### config.mk
export PLATFORM = sky130hd
export DESIGN_NAME = pipeline_mem_lsu_flat
export DESIGN_NICKNAME = d
export VERILOG_FILES = /design/src/rtl/pipeline_mem_lsu_if.sv /design/src/rtl/pipeline_mem_lsu.sv /design/src/flat_wrapper.sv
export SDC_FILE = /design/constraint.sdc
export NUM_CORES = 1
export LEC_CHECK = 0
export CORE_MARGIN = 2
export CORE_UTILIZATION = 35
export DETAILED_ROUTE_END_ITERATION = 12
export GPL_TIMING_DRIVEN = 0
export SKIP_CTS_REPAIR_TIMING = 1
export SYNTH_ARGS = -nofsm -noshare
export SYNTH_HDL_FRONTEND = slang
export SYNTH_SLANG_ARGS = --single-unit
### constraint.sdc
create_clock -name clk -period 2.75 [get_ports clk]
set_input_delay 0.275 -clock clk [delete_from_list [all_inputs] [get_ports clk]]
set_output_delay 0.275 -clock clk [all_outputs]
set_load 0.1 [all_outputs]
### src/rtl/pipeline_mem_lsu_if.sv
// Data-memory bus between the MEM-stage LSU (master) and data memory (slave).
// Request side: req/gnt handshake carrying a word-aligned address, byte enables,
// write flag and lane-replicated write data. Response side: rvalid + rdata for loads.
interface pipeline_mem_lsu_if;
    logic        mem_req;
    logic        mem_gnt;
    logic        mem_we;
    logic [31:0] mem_addr;
    logic [3:0]  mem_be;
    logic [31:0] mem_wdata;
    logic        mem_rvalid;
    logic [31:0] mem_rdata;

    modport master (
        output mem_req, mem_we, mem_addr, mem_be, mem_wdata,
        input  mem_gnt, mem_rvalid, mem_rdata
    );

    modport slave (
        input  mem_req, mem_we, mem_addr, mem_be, mem_wdata,
        output mem_gnt, mem_rvalid, mem_rdata
    );
endinterface

### src/rtl/pipeline_mem_lsu.sv
// MEM-stage load/store unit.
// Takes EX/MEM fields, runs loads/stores over the req/gnt + rvalid memory bus,
// aligns and extends load data, stalls upstream while an access is in flight and
// presents registered MEM/WB fields with a one-cycle valid pulse per retirement.
// Optional feature macro: MEM_MISALIGN_TRAP_EN (misaligned h/w accesses retire
// immediately with misalign_out=1 instead of touching memory).
module pipeline_mem_lsu #(
    parameter logic [6:0] LOAD_OPC  = 7'b0000011,
    parameter logic [6:0] STORE_OPC = 7'b0100011
) (
    input  logic               clk,
    input  logic               rst_n,
    input  logic               valid_in,
    input  logic [31:0]        result_in,
    input  logic [31:0]        data_in,
    input  logic [4:0]         rd_in,
    input  logic [6:0]         opcode_in,
    input  logic [2:0]         funct3_in,
    output logic               stall_out,
    pipeline_mem_lsu_if.master mem,
    output logic               valid_out,
    output logic [31:0]        result_out,
    output logic [4:0]         rd_out,
    output logic [6:0]         opcode_out,
    output logic               misalign_out
);

    typedef enum logic [1:0] {S_IDLE, S_REQ, S_WAIT} state_t;

    state_t      state_q, state_d;

    logic        is_load, is_store, is_mem, trap;
    logic [3:0]  be_calc;
    logic [31:0] wdata_calc;

    // Request fields, captured on acceptance
    logic        we_q;
    logic [31:0] addr_q;
    logic [3:0]  be_q;
    logic [31:0] wdata_q;
    logic [31:0] ea_q;
    logic [2:0]  f3_q;
    logic [4:0]  rd_q;
    logic [6:0]  opc_q;

    // MEM/WB output register
    logic        vout_q;
    logic [31:0] res_q;
    logic [4:0]  rdo_q;
    logic [6:0]  opo_q;
    logic        mis_q;

    logic        capture, retire, ret_mis;
    logic [31:0] ret_res;
    logic [4:0]  ret_rd;
    logic [6:0]  ret_opc;

    logic [7:0]  rbyte;
    logic [15:0] rhalf;
    logic [31:0] load_val;

    assign is_load  = (opcode_in == LOAD_OPC);
    assign is_store = (opcode_in == STORE_OPC);
    assign is_mem   = is_load | is_store;

    // Size comes from funct3[1:0]: bu/hu share the b/h lanes, reserved codes behave as word
    always_comb begin
        be_calc    = 4'b1111;
        wdata_calc = data_in;
        case (funct3_in[1:0])
            2'b00: begin
                be_calc    = 4'b0001 << result_in[1:0];
                wdata_calc = {4{data_in[7:0]}};
            end
            2'b01: begin
                be_calc    = result_in[1] ? 4'b1100 : 4'b0011;
                wdata_calc = {2{data_in[15:0]}};
            end
            default: ;
        endcase
    end

`ifdef MEM_MISALIGN_TRAP_EN
    // Halfwords need a[0]=0; words (and reserved sizes) need a[1:0]=0
    always_comb begin
        case (funct3_in[1:0])
            2'b00:   trap = 1'b0;
            2'b01:   trap = result_in[0];
            default: trap = |result_in[1:0];
        endcase
    end
`else
    assign trap = 1'b0;
`endif

    // Select the addressed lane of the returned word and extend per funct3
    always_comb begin
        case (ea_q[1:0])
            2'b00:   rbyte = mem.mem_rdata[7:0];
            2'b01:   rbyte = mem.mem_rdata[15:8];
            2'b10:   rbyte = mem.mem_rdata[23:16];
            default: rbyte = mem.mem_rdata[31:24];
        endcase
        rhalf = ea_q[1] ? mem.mem_rdata[31:16] : mem.mem_rdata[15:0];
        case (f3_q)
            3'b000:  load_val = {{24{rbyte[7]}}, rbyte};
            3'b001:  load_val = {{16{rhalf[15]}}, rhalf};
            3'b100:  load_val = {24'd0, rbyte};
            3'b101:  load_val = {16'd0, rhalf};
            default: load_val = mem.mem_rdata;
        endcase
    end

    // Next-state, request, stall and retire decode; stall drops in the completing cycle
    always_comb begin
        state_d      = state_q;
        stall_out    = 1'b0;
        mem.mem_req  = 1'b0;
        capture      = 1'b0;
        retire       = 1'b0;
        ret_res      = ea_q;
        ret_rd       = rd_q;
        ret_opc      = opc_q;
        ret_mis      = 1'b0;
        unique case (state_q)
            S_IDLE: begin
                if (valid_in) begin
                    if (is_mem && trap) begin
                        retire  = 1'b1;
                        ret_res = result_in;
                        ret_rd  = '0;
                        ret_opc = opcode_in;
                        ret_mis = 1'b1;
                    end else if (is_mem) begin
                        capture   = 1'b1;
                        stall_out = 1'b1;
                        state_d   = S_REQ;
                    end else begin
                        retire  = 1'b1;
                        ret_res = result_in;
                        ret_rd  = rd_in;
                        ret_opc = opcode_in;
                    end
                end
            end
            S_REQ: begin
                mem.mem_req = 1'b1;
                if (mem.mem_gnt && we_q) begin
                    retire  = 1'b1;
                    state_d = S_IDLE;
                end else begin
                    stall_out = 1'b1;
                    if (mem.mem_gnt) state_d = S_WAIT;
                end
            end
            S_WAIT: begin
                if (mem.mem_rvalid) begin
                    retire  = 1'b1;
                    ret_res = load_val;
                    state_d = S_IDLE;
                end else begin
                    stall_out = 1'b1;
                end
            end
            default: state_d = S_IDLE;
        endcase
    end

    // FSM state register; async reset aborts any access in flight
    always_ff @(posedge clk or negedge rst_n) begin
        if (!rst_n) state_q <= S_IDLE;
        else        state_q <= state_d;
    end

    // Request fields latched on acceptance and held stable through REQ/WAIT
    always_ff @(posedge clk or negedge rst_n) begin
        if (!rst_n) begin
            we_q    <= 1'b0;
            addr_q  <= '0;
            be_q    <= '0;
            wdata_q <= '0;
            ea_q    <= '0;
            f3_q    <= '0;
            rd_q    <= '0;
            opc_q   <= '0;
        end else if (capture) begin
            we_q    <= is_store;
            addr_q  <= {result_in[31:2], 2'b00};
            be_q    <= be_calc;
            wdata_q <= wdata_calc;
            ea_q    <= result_in;
            f3_q    <= funct3_in;
            rd_q    <= rd_in;
            opc_q   <= opcode_in;
        end
    end

    // MEM/WB register: valid pulses on retire, payload holds between pulses
    always_ff @(posedge clk or negedge rst_n) begin
        if (!rst_n) begin
            vout_q <= 1'b0;
            res_q  <= '0;
            rdo_q  <= '0;
            opo_q  <= '0;
            mis_q  <= 1'b0;
        end else begin
            vout_q <= retire;
            if (retire) begin
                res_q <= ret_res;
                rdo_q <= ret_rd;
                opo_q <= ret_opc;
                mis_q <= ret_mis;
            end
        end
    end

    assign mem.mem_we    = we_q;
    assign mem.mem_addr  = addr_q;
    assign mem.mem_be    = be_q;
    assign mem.mem_wdata = wdata_q;

    assign valid_out    = vout_q;
    assign result_out   = res_q;
    assign rd_out       = rdo_q;
    assign opcode_out   = opo_q;
    assign misalign_out = mis_q;

endmodule

### src/flat_wrapper.sv
// flat-port wrapper written by rule: the top's interface ports become plain ports
module pipeline_mem_lsu_flat 
#(
    parameter logic [6:0] LOAD_OPC  = 7'b0000011,
    parameter logic [6:0] STORE_OPC = 7'b0100011
)
  (clk, rst_n, valid_in, result_in, data_in, rd_in, opcode_in, funct3_in, stall_out, valid_out, result_out, rd_out, opcode_out, misalign_out, mem_mem_req, mem_mem_we, mem_mem_addr, mem_mem_be, mem_mem_wdata, mem_mem_gnt, mem_mem_rvalid, mem_mem_rdata);
  pipeline_mem_lsu_if mem_i ();
  input  logic clk;
  input  logic rst_n;
  input  logic valid_in;
  input  logic [31:0] result_in;
  input  logic [31:0] data_in;
  input  logic [4:0] rd_in;
  input  logic [6:0] opcode_in;
  input  logic [2:0] funct3_in;
  output logic stall_out;
  output logic valid_out;
  output logic [31:0] result_out;
  output logic [4:0] rd_out;
  output logic [6:0] opcode_out;
  output logic misalign_out;
  output wire logic [$bits(mem_i.mem_req)-1:0] mem_mem_req;
  output wire logic [$bits(mem_i.mem_we)-1:0] mem_mem_we;
  output wire logic [$bits(mem_i.mem_addr)-1:0] mem_mem_addr;
  output wire logic [$bits(mem_i.mem_be)-1:0] mem_mem_be;
  output wire logic [$bits(mem_i.mem_wdata)-1:0] mem_mem_wdata;
  input wire logic [$bits(mem_i.mem_gnt)-1:0] mem_mem_gnt;
  input wire logic [$bits(mem_i.mem_rvalid)-1:0] mem_mem_rvalid;
  input wire logic [$bits(mem_i.mem_rdata)-1:0] mem_mem_rdata;
  assign mem_mem_req = mem_i.mem_req;
  assign mem_mem_we = mem_i.mem_we;
  assign mem_mem_addr = mem_i.mem_addr;
  assign mem_mem_be = mem_i.mem_be;
  assign mem_mem_wdata = mem_i.mem_wdata;
  assign mem_i.mem_gnt = mem_mem_gnt;
  assign mem_i.mem_rvalid = mem_mem_rvalid;
  assign mem_i.mem_rdata = mem_mem_rdata;
  pipeline_mem_lsu #(.LOAD_OPC(LOAD_OPC), .STORE_OPC(STORE_OPC)) u_core (.clk(clk), .rst_n(rst_n), .valid_in(valid_in), .result_in(result_in), .data_in(data_in), .rd_in(rd_in), .opcode_in(opcode_in), .funct3_in(funct3_in), .stall_out(stall_out), .mem(mem_i), .valid_out(valid_out), .result_out(result_out), .rd_out(rd_out), .opcode_out(opcode_out), .misalign_out(misalign_out));
endmodule
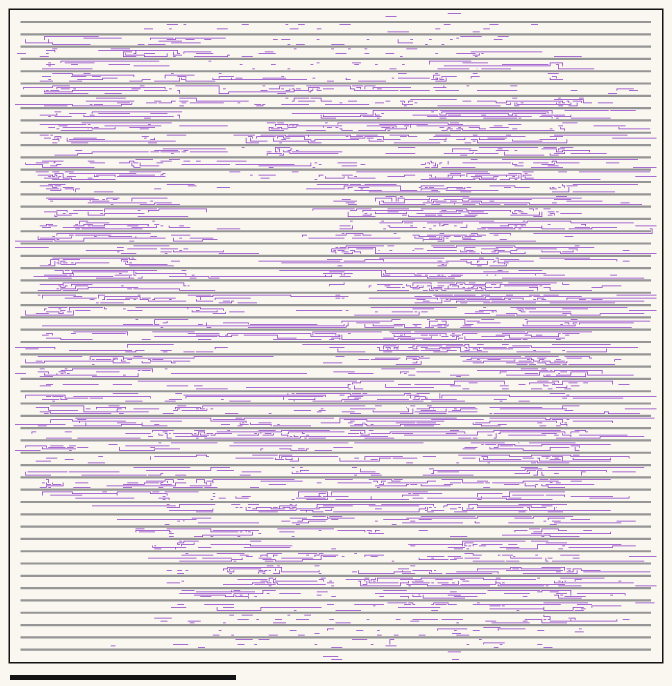
(met1 routing)
Scale bar: 50 um. Supply wires on this layer in gray.
963 nets have wire on it. The layer holds 42% of the routed length. The wires run mostly horizontal. The layer carries 10800 um of wire.
final wirelength: 25.47 mm
vias: 6750
met1 GRT Util: 32.28%

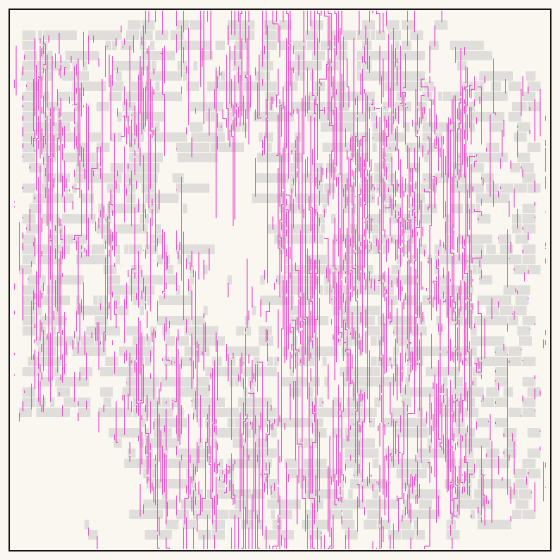
(signal wires on met2)
The wires run mostly vertical. 930 nets have wire on it.
GRT met2 Usage: 38.52%

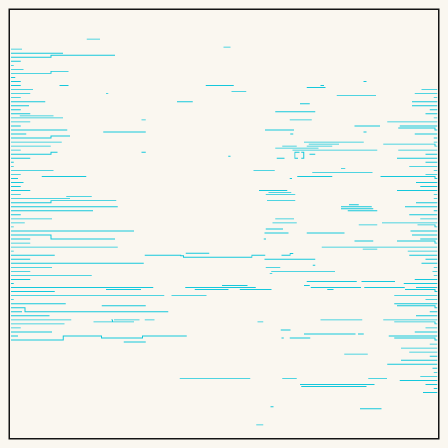
(met3 routing)
208 nets have wire on it. The wires run mostly horizontal. The longest straight run is 51.3 um.
grt met3 use: 7.119%

==> qor.yml <==
biggestCellCategory: "sequential cells"
cap_violations: 0
core_um2: 19330
fmax_mhz: 377.9
die_x_um: 144.1
fin_cells: 1285
edf_count: 0
nNonClkInverters: 7
clockBufferDepth: 2
min_period_ns: 2.646
place_ws_ns: -0.4207
seq_area_share_pct: 32.32
hold_viol_final: 0
grt_pass1_vias: 6562
route.detailed.drc: 0
ir_drop_v: 0.0004427
taps: 265
cts.clk_slew.worst_paths_ns: 0.06
yosysMostFrequentCell: "nand2_1"
area_leaders: "dfrtp_1, nand2_1, mux2i_1"
total_leakage_power_nw: 4.399
drt-initial-drc-count: 450
synth.distinct_cells: 46
worst_setup_path_start_kind: "flip-flop"
initCoreUtil_pct: 35.53
cp.arrival_ns: 2.37
common_cells: "nand2_1, dfrtp_1, nor3_1"
ys_warn_count: 0
rr_worst_depth: 5
clk_latency_ns: 0.42
cts_tree: "built"
synth_area_leader_cell: "dfrtp_1"
synth.top_cell.area_share_pct: 47.72
numSynthFlops: 131
hp-class: "in2async"
drt_pre_antenna_iters: 5
crit_fanout: 10
tightest_slew_ns: 1.063
hpwlAfterDp_mm: 18.80
area_growth_syn_to_layout_pct: 47.67
p_per_area_nw_per_um2: 759.5
clock_sinks: 131
grt_overflow: 0
placed_cells: 1253
fp.dieH_um: 144.1
rsz0062_at_grt: "false"
timing.final.ws_setup_ns: 0.1036
numCtsBuffers: 17
nNonClkBuffers: 323
ios: 233
slew_headroom_pct: 28.89
seqCellArea_um2: 3278
setup_viol: 0
clkCellAreaFrac_pct: 6.007
num_antenna_cells: 0
total_power_mw: 7.704
ys_cells: 756
cp.required_ns: 2.48
grt_pass1_wl_mm: 38.29
run_status: "completed"
antenna_found_initial: 0
grt_max_degree: 70
antenna_left: 0
avgSynthCellArea_um2: 9.086
tool_warnings: 26
crit_type: "reg2out"
cts_root_buffer: "clkbuf_16"
netlist_area_um2: 6869
place_area_um2: 9529
dieArea_um2: 20760
ys_area_um2: 6869
fin_setup_tns_ns: 0
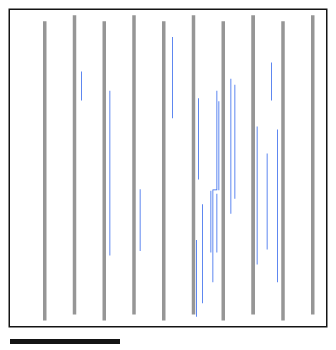
(met4 routing)
Scale bar: 50 um. Supply wires on this layer in gray.
The layer carries 757 um of wire. The layer holds 3.0% of the routed length. 13 nets have wire on it.

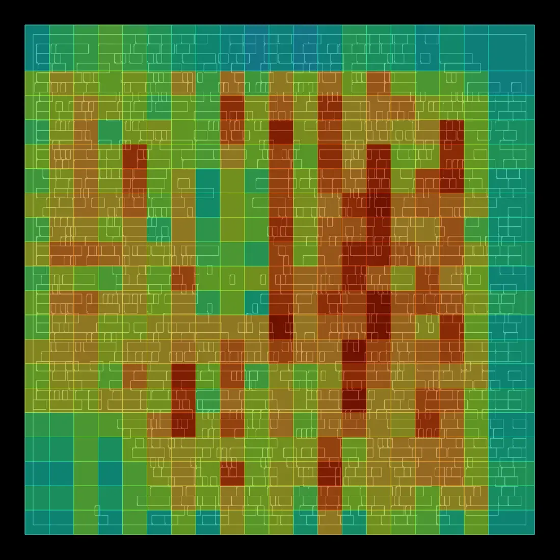
(congestion heat map)
fin util: 52.46%
GR peak layer: met2
GR Util All Layers: 24.60%
Routed WL per cell: 19.82 um

cell usage in the layout, fill, tap and decap left out, drive strengths merged, types with 6 or more instances in the layout:
cell type | synthesis | routed
nor3 | 44 | 44
clkbuf | 33 | 53
nand4b | 8 | 8
o22ai | 6 | 6
a211oi | 48 | 48
nand3 | 6 | 6
clkdlybuf4s50 | 0 | 227
nand2b | 6 | 6
buf | 59 | 61
inv | 7 | 8
nand2 | 205 | 205
a22oi | 21 | 21
nand3b | 8 | 8
o21ai | 39 | 39
nor2 | 16 | 16
mux2i | 36 | 36
dfrtp | 131 | 131
a31oi | 17 | 17
a21oi | 24 | 24
path summary, 6_finish.rpt:
kind | startpoint | to | slack [ns]
max in group asynchronous | rst_n | u_core.opcode_out[3] | 1.56
hold / removal | rst_n | u_core.result_out[10] | 0.42
min in group clk | result_in[6] | u_core.ea_q[6] | 0.42
setup reg to reg | u_core.f3_q[1] | u_core.result_out[25] | 0.52
setup / recovery | u_core.state_q[0] | stall_out | 0.10
hold reg to reg | u_core.mem.mem_be[1] | u_core.mem.mem_be[1] | 0.47
worst max-delay path: stages, from the launching register on:
cell	delay (ns)
dfrtp_1	0.47
nor3b_4	0.41
and3_1	0.20
buf_2	0.24
or3_1	0.17
clkbuf_2	0.45
logic make-up after synthesis:
group / share of synthesized area, %
other cells: 0.05459
buf+inv: 7.887
flops: 47.72
compound gates: 18.43
simple gates: 20.33
mux: 5.574
routing by layer:
layer / global-route usage [%] / share of wire (%)
met1: 32.28 / 42
met2: 38.52 / 45
met3: 7.119 / 9.6
met4: 9.391 / 3.0
met5: 0 / 0
power breakdown:
part           switching (mW)  internal (mW)  total, mW  leakage (nW)
Combinational            2.18          0.817       3.00          2.44
Sequential              0.171           2.17       2.34          1.68
Clock                   0.902           1.47       2.37         0.287
Total                    3.25           4.45       7.70          4.40
Power figures rest on the tool's default switching activity, not on a simulated workload.
